Fig. 1: track usage over the die
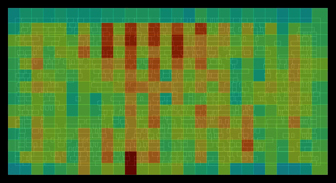
Fig. 2: metal 2
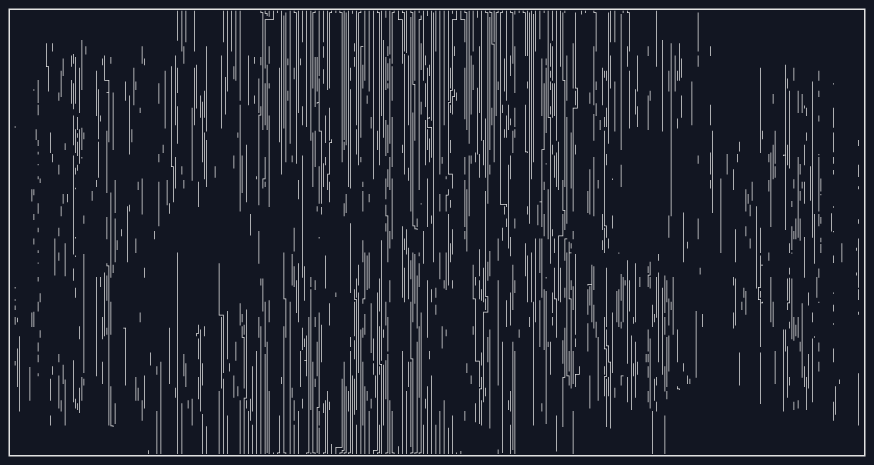
==> config.mk <==
export PLATFORM = sky130hd
export DESIGN_NAME = axi2apb_sched
export DESIGN_NICKNAME = d
export VERILOG_FILES = /design/src/rtl/axi2apb_pkg.sv /design/src/rtl/axi2apb_rr_arb.sv /design/src/rtl/axi2apb_sched.sv
export SDC_FILE = /design/constraint.sdc
export NUM_CORES = 1
export LEC_CHECK = 0
export CAP_MARGIN = 20
export CELL_PAD_IN_SITES_DETAIL_PLACEMENT = 1
export CELL_PAD_IN_SITES_GLOBAL_PLACEMENT = 1
export CORE_ASPECT_RATIO = 0.5
export CORE_MARGIN = 4
export CORE_UTILIZATION = 30
export DETAILED_ROUTE_END_ITERATION = 8
export PLACE_DENSITY_LB_ADDON = 0.3
export SLEW_MARGIN = 10
export SYNTH_ARGS = -nofsm -noshare
export SYNTH_HDL_FRONTEND = slang
export SYNTH_SLANG_ARGS = --single-unit
==> constraint.sdc <==
create_clock -name ACLK -period 2.3 [get_ports ACLK]
set_input_delay 0.345 -clock ACLK [delete_from_list [all_inputs] [get_ports ACLK]]
set_output_delay 0.345 -clock ACLK [all_outputs]
set_load 0.03 [all_outputs]
==> src/rtl/axi2apb_pkg.sv <==
// Shared types and constants for the AXI-to-APB bridge APB-side controller.
package axi2apb_pkg;

   typedef enum logic [1:0] {
      IDLE   = 2'd0,
      SETUP  = 2'd1,
      ACCESS = 2'd2,
      RESP   = 2'd3
   } apb_state_e;

   typedef enum logic {
      GNT_WR = 1'b0,
      GNT_RD = 1'b1
   } apb_grant_e;

   localparam int APB_DATA_W = 32;
   localparam int APB_ADDR_W = 32;

endpackage

==> src/rtl/axi2apb_rr_arb.sv <==
// Two-requester round-robin arbiter; grant[0] is the write side, grant[1] the read side.
module axi2apb_rr_arb
   import axi2apb_pkg::*;
(
   input  logic       ACLK,
   input  logic       ARESETn,
   input  logic       wr_valid,
   input  logic       rd_valid,
   input  logic       advance,
   output logic [1:0] grant
);

   apb_grant_e last_grant_r;

   // On a tie the side not granted last wins
   always_comb begin
      grant = 2'b00;
      if (wr_valid && rd_valid) begin
         if (last_grant_r == GNT_WR) begin
            grant = 2'b10;
         end else begin
            grant = 2'b01;
         end
      end else if (wr_valid) begin
         grant = 2'b01;
      end else if (rd_valid) begin
         grant = 2'b10;
      end else begin
         grant = 2'b00;
      end
   end

   always_ff @(posedge ACLK or negedge ARESETn) begin
      if (!ARESETn) begin
         last_grant_r <= GNT_WR;
      end else if (advance && (grant != 2'b00)) begin
         last_grant_r <= grant[1] ? GNT_RD : GNT_WR;
      end else begin
         last_grant_r <= last_grant_r;
      end
   end

endmodule

==> src/rtl/axi2apb_sched.sv <==
// APB-side sequencer: arbitrates read/write requests, runs APB SETUP/ACCESS,
// returns responses and bounds hung slaves with an access timeout.
module axi2apb_sched
   import axi2apb_pkg::*;
#(
   parameter int ADDR_MUX_LSB   = 12,
   parameter int TIMEOUT_CYCLES = 256
) (
   input  logic                  ACLK,
   input  logic                  ARESETn,
   input  logic                  wr_req_valid,
   output logic                  wr_req_ready,
   input  logic [APB_ADDR_W-1:0] wr_req_addr,
   input  logic [APB_DATA_W-1:0] wr_req_data,
   input  logic                  rd_req_valid,
   output logic                  rd_req_ready,
   input  logic [APB_ADDR_W-1:0] rd_req_addr,
   output logic                  wr_rsp_valid,
   input  logic                  wr_rsp_ready,
   output logic                  wr_rsp_err,
   output logic                  rd_rsp_valid,
   input  logic                  rd_rsp_ready,
   output logic [APB_DATA_W-1:0] rd_rsp_data,
   output logic                  rd_rsp_err,
   output logic [APB_ADDR_W-1:0] paddr,
   output logic                  pwrite,
   output logic [APB_DATA_W-1:0] pwdata,
   output logic                  penable,
   output logic                  ctrl_psel,
   output logic [3:0]            ctrl_addr_mux,
   input  logic [APB_DATA_W-1:0] ctrl_prdata,
   input  logic                  ctrl_pready,
   input  logic                  ctrl_pslverr
);

   localparam int CNT_W = (TIMEOUT_CYCLES > 0) ? $clog2(TIMEOUT_CYCLES + 1) : 1;
   localparam logic [CNT_W-1:0] CNT_LAST = (TIMEOUT_CYCLES > 0) ? CNT_W'(TIMEOUT_CYCLES - 1) : {CNT_W{1'b0}};
   localparam logic [CNT_W-1:0] CNT_MAX  = {CNT_W{1'b1}};
   localparam logic             TO_EN    = (TIMEOUT_CYCLES > 0) ? 1'b1 : 1'b0;

   apb_state_e            state_r;
   apb_state_e            state_s;
   logic [1:0]            grant_s;
   logic                  accept_s;
   logic                  timeout_s;
   logic                  rsp_ready_s;
   logic [APB_ADDR_W-1:0] paddr_r;
   logic [APB_DATA_W-1:0] pwdata_r;
   logic                  pwrite_r;
   logic [APB_DATA_W-1:0] rdata_r;
   logic                  err_r;
   logic [CNT_W-1:0]      cnt_r;

   axi2apb_rr_arb u_arb (
      .ACLK     (ACLK),
      .ARESETn  (ARESETn),
      .wr_valid (wr_req_valid),
      .rd_valid (rd_req_valid),
      .advance  (accept_s),
      .grant    (grant_s)
   );

   assign rsp_ready_s = pwrite_r ? wr_rsp_ready : rd_rsp_ready;

   // Next-state decode; an in-range pready always beats the timeout
   always_comb begin
      state_s   = state_r;
      accept_s  = 1'b0;
      timeout_s = 1'b0;
      case (state_r)
         IDLE: begin
            if (grant_s != 2'b00) begin
               accept_s = 1'b1;
               state_s  = SETUP;
            end else begin
               state_s  = IDLE;
            end
         end
         SETUP: begin
            state_s = ACCESS;
         end
         ACCESS: begin
            if (ctrl_pready) begin
               state_s = RESP;
            end else if (TO_EN && (cnt_r == CNT_LAST)) begin
               timeout_s = 1'b1;
               state_s   = RESP;
            end else begin
               state_s = ACCESS;
            end
         end
         RESP: begin
            if (rsp_ready_s) begin
               state_s = IDLE;
            end else begin
               state_s = RESP;
            end
         end
         default: begin
            state_s = IDLE;
         end
      endcase
   end

   always_ff @(posedge ACLK or negedge ARESETn) begin
      if (!ARESETn) begin
         state_r <= IDLE;
      end else begin
         state_r <= state_s;
      end
   end

   // Request capture and response data/status capture
   always_ff @(posedge ACLK or negedge ARESETn) begin
      if (!ARESETn) begin
         paddr_r  <= {APB_ADDR_W{1'b0}};
         pwdata_r <= {APB_DATA_W{1'b0}};
         pwrite_r <= 1'b0;
         rdata_r  <= {APB_DATA_W{1'b0}};
         err_r    <= 1'b0;
      end else begin
         if (accept_s) begin
            paddr_r  <= grant_s[1] ? rd_req_addr : wr_req_addr;
            pwrite_r <= grant_s[0];
            if (grant_s[0]) begin
               pwdata_r <= wr_req_data;
            end
         end
         if (state_r == ACCESS) begin
            if (ctrl_pready) begin
               err_r <= ctrl_pslverr;
               if (!pwrite_r) begin
                  rdata_r <= ctrl_prdata;
               end
            end else if (timeout_s) begin
               err_r   <= 1'b1;
               rdata_r <= {APB_DATA_W{1'b0}};
            end
         end
      end
   end

   // Saturating ACCESS wait counter, cleared while in SETUP
   always_ff @(posedge ACLK or negedge ARESETn) begin
      if (!ARESETn) begin
         cnt_r <= {CNT_W{1'b0}};
      end else if (state_r == SETUP) begin
         cnt_r <= {CNT_W{1'b0}};
      end else if ((state_r == ACCESS) && !ctrl_pready && (cnt_r != CNT_MAX)) begin
         cnt_r <= cnt_r + CNT_W'(1);
      end else begin
         cnt_r <= cnt_r;
      end
   end

   // ARESETn gating keeps ready low for the whole reset, not only after the first edge
   assign wr_req_ready  = ARESETn & (state_r == IDLE) & grant_s[0];
   assign rd_req_ready  = ARESETn & (state_r == IDLE) & grant_s[1];
   assign ctrl_psel     = (state_r == SETUP) || (state_r == ACCESS);
   assign penable       = (state_r == ACCESS);
   assign wr_rsp_valid  = (state_r == RESP) & pwrite_r;
   assign rd_rsp_valid  = (state_r == RESP) & ~pwrite_r;
   assign wr_rsp_err    = err_r & pwrite_r;
   assign rd_rsp_err    = err_r & ~pwrite_r;
   assign rd_rsp_data   = rdata_r;
   assign paddr         = paddr_r;
   assign pwrite        = pwrite_r;
   assign pwdata        = pwdata_r;
   assign ctrl_addr_mux = paddr_r[ADDR_MUX_LSB +: 4];

endmodule
==> run notes <==
Results of the flow run.

The layout has roughly 1700 filler cells. The number of failing hold endpoints at the final stage stands at 0. The cell area that synthesis handed to floorplanning was 0.00490 mm^2.

The power per cell area stands at 1360 mW/mm^2. The flow ran to the end, and the final reports show no timing, DRC or antenna violations. The detail-routed via count per cell stands at 4.46. Across the whole layout, storage elements account for 0.00275 mm^2.

Headroom to the max-slew limit came out at approximately three fifths. The clock drives between 100 and 150 sinks. Looking at the reg2reg group, the worst path ends at cnt_r[7].

Once placement finished, the instance area stood at 0.00765 mm^2. The number of levels the H-tree was split into stands at 3. The core footprint stands at 0.0157 mm^2. The final standard cell area without fillers stands at 0.00798 mm^2. The worst register-to-register path depth is 7. The final worst clock skew stands at 0.0109 ns.

After routing, the total negative slack on setup checks comes to 0 ns. The number of placement rows stands at 32. The layout net count stands at 822.

The setup slack on the worst flop-to-flop path stands at roughly 0.14 ns. After synthesis, the share of flip-flops with an asynchronous set or reset is 100%. In this run the deepest clock path goes through 2 buffers. The largest driver fanout on the critical path stands at 5.

The post-detailed-routing wire length stands at 14800 um. The warning tally printed by Yosys for this design is 0. The first global-routing pass estimated 23400 um of wire. TritonCTS built the clock tree.

The worst register-to-register path begins at cnt_r[0]. The count of TritonRoute iterations in the first routing pass stands at 3. The total of max-cap violations stands at 0. The fmax stands at 453 MHz. The count of state elements after synthesis stands at approximately 110.

The worst path buffer plus inverter count stands at 1. The leakage power in the latest report is roughly 3.4 nW. STA classifies the critical path endpoint as an output pin. The number of global-route vias before repair stands at 4282. The I/O pin count stands at roughly 250.

The number of nets with antenna violations after detailed routing stands at 0. The gate-level netlist out of Yosys references 34 unique cell types. The synthesized instance count is between 400 and 500. The area growth from synthesis to layout is 62.9%. On the critical path, the stage with the largest delay is an instance of clkdlybuf4s50_1. The biggest area contributor in the post-synthesis netlist is dfrtp_1. After floorplanning, the die was sized to cover 0.0186 mm^2.

The floorplan step records an initial core utilization of ~31%. Yosys reports that the leading cell type by area covers 56.2% of the netlist area. The tree is rooted in a clkbuf_16. The logs give a warning total of 33. The die span in y stands at 98.3 um. The main area contributors are dfrtp_1, mux2i_1, mux2_2. The number of cells in Yosys stat stands at between 400 and 500. Counting I/O delays and the setup requirement, the final critical path takes 2.21 ns. The register clock-pin slew on the reported worst setup and hold paths stands at 0.08 ns.

The critical path in this run is classified as reg -> out. The logic area stands at 0.00193 mm^2. In this run the critical path is formed by ha_1 > nor2b_1 > clkdlybuf4s50_1.

At the worst endpoint, the required time is 1.96 ns. The placement summary gives the final routability congestion estimate as 0.754. The share of the clock period used by the worst path stands at 96.1%.

On the critical path the largest part of the delay comes from buffers and inverters. Per STA, the highest per-stage delay on the worst path measures 0.72 ns. The horizontal die dimension reported for this design is 189 um. Per the detail_route report, the via count comes to 4028.

In the final layout, the share of cells above drive strength 1 is 11.1%. The number of slew-limit violations in the final report stands at 0. The final tally of setup violations stands at 0. The count of routing violations after the opening detailed-route iteration stands at 94. In this run the worst hold path is classified as in -> async.

The largest net degree at the start of global routing stands at 111.
About Fig. 1:
met3 Resource Use GR: 4.54%
busiest layer in global routing: met2
GRT Total Usage: 15.8%
average routed wire per standard cell: 16.4 um
Core Util, Final: 50.8%

About Fig. 2:
nets with wire on the layer = 733
main direction = vertical
share of all routed wire = 54%
longest straight run = 55.1 um
wire length on this layer = 8030 um

==> metrics by stage <==
| step | hold WS [ns] | utilization [%] | std cells | setup slack [ns] |
|---|---|---|---|---|
| 2_1_floorplan | 0.0494 | - | 435 | 0.194 |
| 3_3_place_gp | 0.460 | 48.7 | 885 | 0.129 |
| 3_5_place_dp | 0.471 | 48.7 | 885 | 0.00607 |
| 4_1_cts | 0.154 | 50.6 | 901 | 0.0604 |
| 5_1_grt | 0.171 | 50.8 | 904 | 0.0161 |
| 6_report | 0.112 | 50.8 | 904 | 0.0906 |
==> worst register-to-register path, cell delays in order (launching register included) <==
cell and delay (ns):
dfrtp_1 0.42, ha_2 0.23, nand3_1 0.07, nor2_1 0.06
ha_1 0.19, or3b_4 0.45, or4_1 0.50, a21oi_2 0.16
==> area by class of cell <==
class / instances / share of cell area (%)
Timing Repair Buffer: 258 / 32.5
Multi-Input combinational cell: 262 / 24.1
Clock buffer: 9 / 2.82
Inverter: 37 / 1.74
Tap cell: 221 / 3.47
Sequential cell: 110 / 34.5
Clock inverter: 7 / 0.831
==> worst max-delay path by stage <==
stage                    start      endpoint  cells after the start
global placement      cnt_r[0]      cnt_r[5]                      7
detailed placement    cnt_r[0]      cnt_r[7]                      7
floorplan           state_r[0]      cnt_r[7]                      6
CTS                 state_r[1]  wr_req_ready                      6
finish              state_r[1]  rd_rsp_valid                      3
global route        state_r[1]  rd_rsp_valid                      3
==> where the power goes <==
part           switching [mW]  total (mW)  internal [mW]
logic                    3.38        6.00           2.62
registers               0.506        3.33           2.83
clock network           0.768        1.53          0.763
total                    4.65        10.9           6.21
==> layout by cell type (no fill, tap or decap), types with 2 or more instances in the layout <==
cell,n
a21boi_4,2
a21oi_1,9
and2_1,3
buf_12,4
buf_4,13
clkbuf_16,9
clkdlybuf4s50_1,239
clkinv_4,2
clkinvlp_4,2
dfrtp_1,110
ha_1,6
ha_2,2
inv_1,37
inv_8,3
mux2_2,33
mux2i_1,65
nand2_1,71
nand2b_1,2
nand3_1,3
nand4_1,2
nor2_1,5
nor2b_1,3
o21ai_0,36
o31ai_1,3
or3_2,2
or4_1,3
==> logic make-up after synthesis <==
kind of cell    share of synthesized area, %
compound gates                          6.52
mux                                     20.9
buf+inv                                 5.54
flops                                   56.2
xor+xnor                               0.179
simple gates                            8.64
fa+ha+maj                               2.04
==> sequential cells by signal (all words and copies together) (netlist names) <==
name	cells
err_r	1
paddr	32
pwdata	32
state_r	2
u_arb.last_grant_r	1
rd_rsp_data	32
cnt_r	9
pwrite	1
==> cell usage after synthesis (4+ instances only) <==
cell type    n
inv_1       37
a21oi_1     11
nor2_1       5
ha_1         8
o21ai_0     36
dfrtp_1    110
nand2_1     71
mux2i_1     65
buf_4        4
buf_2       10
clkbuf_1    10
mux2_2      33
==> per-layer routing <==
metal / GRT usage [%] / share of wire [%] / wire [um]
met5: 0 / 0 / 0
met4: 3.86 / 1.7 / 247
met3: 4.54 / 5.6 / 837
met2: 29.6 / 54 / 8030
met1: 17.8 / 39 / 5730
==> repair_timing <==
action,in CTS,in global routing
pin swaps,0,1
endpoints found under the setup margin,2,2
cloned,0,0
gates resized,2,4
buffers inserted,0,3
Power is estimated from default activity; no workload was simulated.
